**src/rtl/mu0_mem_reader.sv**
```systemverilog
// rtl/mu0_mem_reader.sv - MU0 bus initiator that streams a halted CPU's memory block and sums it
module mu0_mem_reader #(
    parameter int RD_WAIT = 1
) (
    input  logic        clk,
    input  logic        rst,
    input  logic        start,
    input  logic        STP_flag,
    input  logic [11:0] base,
    input  logic [11:0] count,
    output logic [11:0] addr,
    output logic        MEMrq,
    output logic        RnW,
    input  logic [15:0] data,
    output logic        bus_own,
    output logic [15:0] out_data,
    output logic        out_valid,
    input  logic        out_ready,
    output logic        busy,
    output logic        done,
    output logic [15:0] sum,
    output logic        err
);

    typedef enum logic [1:0] {IDLE, REQ, HOLD, DONE} state_t;

    localparam int WW = (RD_WAIT > 1) ? $clog2(RD_WAIT) : 1;
    localparam logic [WW-1:0] WAIT_LAST = WW'(RD_WAIT - 1);

    state_t        state;
    logic [11:0]   remaining;
    logic [WW-1:0] wait_cnt;

    always_ff @(posedge clk or posedge rst) begin
        if (rst) begin
            state     <= IDLE;
            addr      <= 12'd0;
            MEMrq     <= 1'b0;
            RnW       <= 1'b0;
            bus_own   <= 1'b0;
            out_data  <= 16'd0;
            out_valid <= 1'b0;
            busy      <= 1'b0;
            done      <= 1'b0;
            sum       <= 16'd0;
            err       <= 1'b0;
            remaining <= 12'd0;
            wait_cnt  <= '0;
        end else begin
            done <= 1'b0;
            err  <= 1'b0;
            // Losing the halt releases the bus at once and wins over any handshake.
            if ((state == REQ || state == HOLD) && !STP_flag) begin
                state     <= IDLE;
                err       <= 1'b1;
                MEMrq     <= 1'b0;
                RnW       <= 1'b0;
                bus_own   <= 1'b0;
                busy      <= 1'b0;
                out_valid <= 1'b0;
            end else begin
                case (state)
                    IDLE: begin
                        if (start) begin
                            if (!STP_flag) begin
                                err <= 1'b1;
                            end else begin
                                sum <= 16'd0;
                                if (count == 12'd0) begin
                                    state <= DONE;
                                    done  <= 1'b1;
                                end else begin
                                    state     <= REQ;
                                    addr      <= base;
                                    remaining <= count;
                                    wait_cnt  <= '0;
                                    MEMrq     <= 1'b1;
                                    RnW       <= 1'b1;
                                    bus_own   <= 1'b1;
                                    busy      <= 1'b1;
                                end
                            end
                        end
                    end
                    REQ: begin
                        if (wait_cnt == WAIT_LAST) begin
                            out_data  <= data;
                            sum       <= sum + data;
                            out_valid <= 1'b1;
                            MEMrq     <= 1'b0;
                            RnW       <= 1'b0;
                            state     <= HOLD;
                        end else begin
                            wait_cnt <= wait_cnt + 1'b1;
                        end
                    end
                    HOLD: begin
                        if (out_ready) begin
                            out_valid <= 1'b0;
                            if (remaining == 12'd1) begin
                                state   <= DONE;
                                done    <= 1'b1;
                                bus_own <= 1'b0;
                                busy    <= 1'b0;
                            end else begin
                                addr      <= addr + 12'd1;
                                remaining <= remaining - 12'd1;
                                wait_cnt  <= '0;
                                MEMrq     <= 1'b1;
                                RnW       <= 1'b1;
                                state     <= REQ;
                            end
                        end
                    end
                    DONE: state <= IDLE;
                    default: state <= IDLE;
                endcase
            end
        end
    end

endmodule

```
**config.mk**
```make
export PLATFORM = sky130hd
export DESIGN_NAME = mu0_mem_reader
export DESIGN_NICKNAME = d
export VERILOG_FILES = /design/src/rtl/mu0_mem_reader.sv
export SDC_FILE = /design/constraint.sdc
export NUM_CORES = 1
export LEC_CHECK = 0
export ABC_AREA = 1
export CAP_MARGIN = 20
export CORE_AREA = 2 2 85 87
export DETAILED_ROUTE_END_ITERATION = 10
export DIE_AREA = 0 0 87 89
export DONT_BUFFER_PORTS = 1
export GPL_TIMING_DRIVEN = 0
export HOLD_SLACK_MARGIN = 0.05
export PLACE_DENSITY = 0.79
export SETUP_SLACK_MARGIN = 0.2
export SYNTH_ARGS = -nofsm -noshare
export SYNTH_HDL_FRONTEND = slang
export SYNTH_SLANG_ARGS = --single-unit
```
**constraint.sdc**
```tcl
create_clock -name clk -period 2.7 [get_ports clk]
set_clock_uncertainty 0.2 [all_clocks]
set_input_delay 0.54 -clock clk [delete_from_list [all_inputs] [get_ports clk]]
set_output_delay 0.54 -clock clk [all_outputs]
set_load 0.005 [all_outputs]
```
Routing congestion:
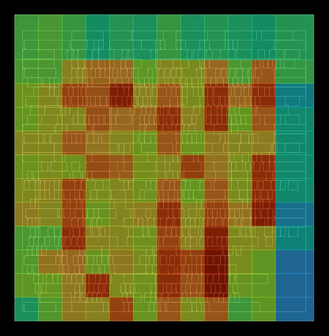
routed len/inst: 14.7 µm
GR Layer Usage met1: 0.376

Metal layers overlaid:
The bar under the picture is 20 µm long.
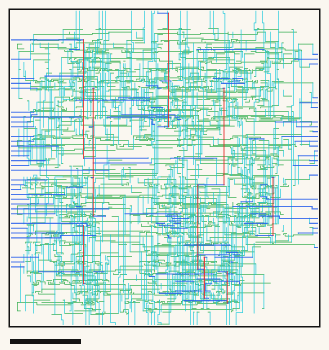
| layer | color | wire length |
|---|---|---|
| metal 3 | blue | 864 µm |
| metal 4 | red | 205 µm |
| metal 2 | cyan | 4830 µm |
| metal 1 | green | 4710 µm |
DRT Wirelength: 10600 µm
Via Count: 4127

Sequential cells colored by netlist name:
The bar under the picture is 20 µm long.
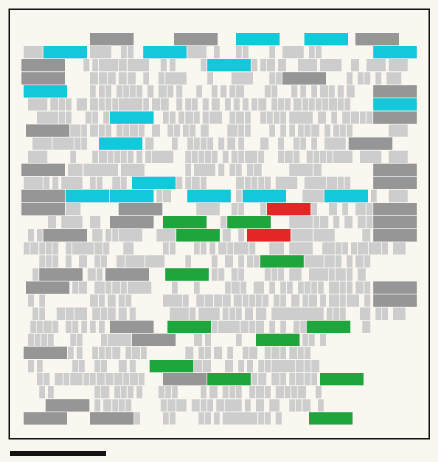
| netlist name | color | sequential cells |
|---|---|---|
| `remaining` | green | 12 |
| `state` | red | 2 |
| `sum` | cyan | 16 |
not colored: 33
Register Area: 1580 µm²
Sequential Power: 1840 µW
final core occ: 0.689

Gate families picked out:
The bar under the picture is 20 µm long.
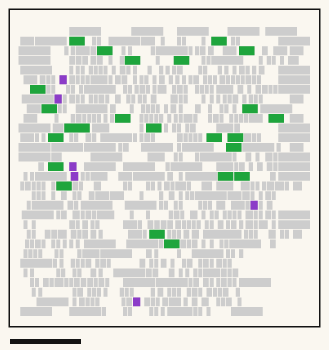
| family | color | cells | most used |
|---|---|---|---|
| adder and majority cells | green | 23 | ha_1 |
| AND and OR gates | purple | 6 | or2_2 |
Post-Layout Cell Count: 722
logic share of the area: 0.502
most numerous logic cell after layout: nand2_1

==> flow_metrics.env <==
# source this file to load flow results
export IMPL_critical_path_top_delay_family="buffers and inverters"
export IMPL_critPathLaunch="state[0]"
export IMPL_flops=63
export IMPL_path_cells="inv_1 -> ha_1 -> nand2_2 -> inv_1 -> nor2_1 -> nand2_1 -> clkbuf_1 -> nand2_1 -> nand2_1"
export IMPL_maxSlewHeadroom=0.632
export IMPL_mux_share=0.0393
export IMPL_ctsHtreeMaxLevel=3
export IMPL_rrSetupSlack_ns=0.38
export IMPL_grt_busiest_layer="met2"
export IMPL_area_share_clock_buf_inv=0.0427
export IMPL_finalHoldViolations=0
export IMPL_yosys_warnings=0
export IMPL_clk_latency_ns=0.34
export IMPL_netlist_area_um2=4300
export IMPL_firstDrtPassIters=6
export IMPL_crit_fanout=10
export IMPL_netlist_instances=625
export IMPL_grt_util_met2=0.454
export IMPL_vias_per_cell=5.72
export IMPL_peakVddDrop_mv=0.593
export IMPL_arrival_ns=2.39
export IMPL_largest_area_cell="dfrtp_1"
export IMPL_critPathCapture="sum[5]"
export IMPL_die_area_um2=7740
export IMPL_comb_cells=469
export IMPL_synthSimpleGateAreaFrac=0.356
export IMPL_fin_crit_ns=2.32
export IMPL_fin_crit_sh=0.859
export IMPL_cp_start_kind="flop"
export IMPL_crit_type="flop to flop"
export IMPL_taps=80
export IMPL_status="finished, final reports clean"
export IMPL_cts_setup_buffers=0
export IMPL_antenna_left=0
export IMPL_port_buffers=0
## synthesized netlist by cell type (all sizes together)
cell    count
o21a        2
xor2        4
buf         9
nor2       47
nand3b      2
o31ai       1
clkbuf      6
nand3      55
or2         5
nor3        6
a22o        1
mux2       15
nand4       9
ha         22
nand2     246
dfrtp      63
o21ai      35
a21oi      15
o21bai      2
and2        1
inv        78
fa          1
## power by group
| group | total (µW) | internal (µW) | switching (µW) |
|---|---|---|---|
| Combinational | 2700 | 1010 | 1690 |
| Clock | 831 | 471 | 361 |
| Sequential | 1840 | 1380 | 454 |
| Total | 5370 | 2870 | 2500 |
## flip-flops by register name (all words and copies together), names as in the netlist
name	flops
done	1
busy	1
out_valid	1
err	1
RnW	1
addr	12
out_data	16
state	2
remaining	12
sum	16
Power and IR drop assume default switching activity.
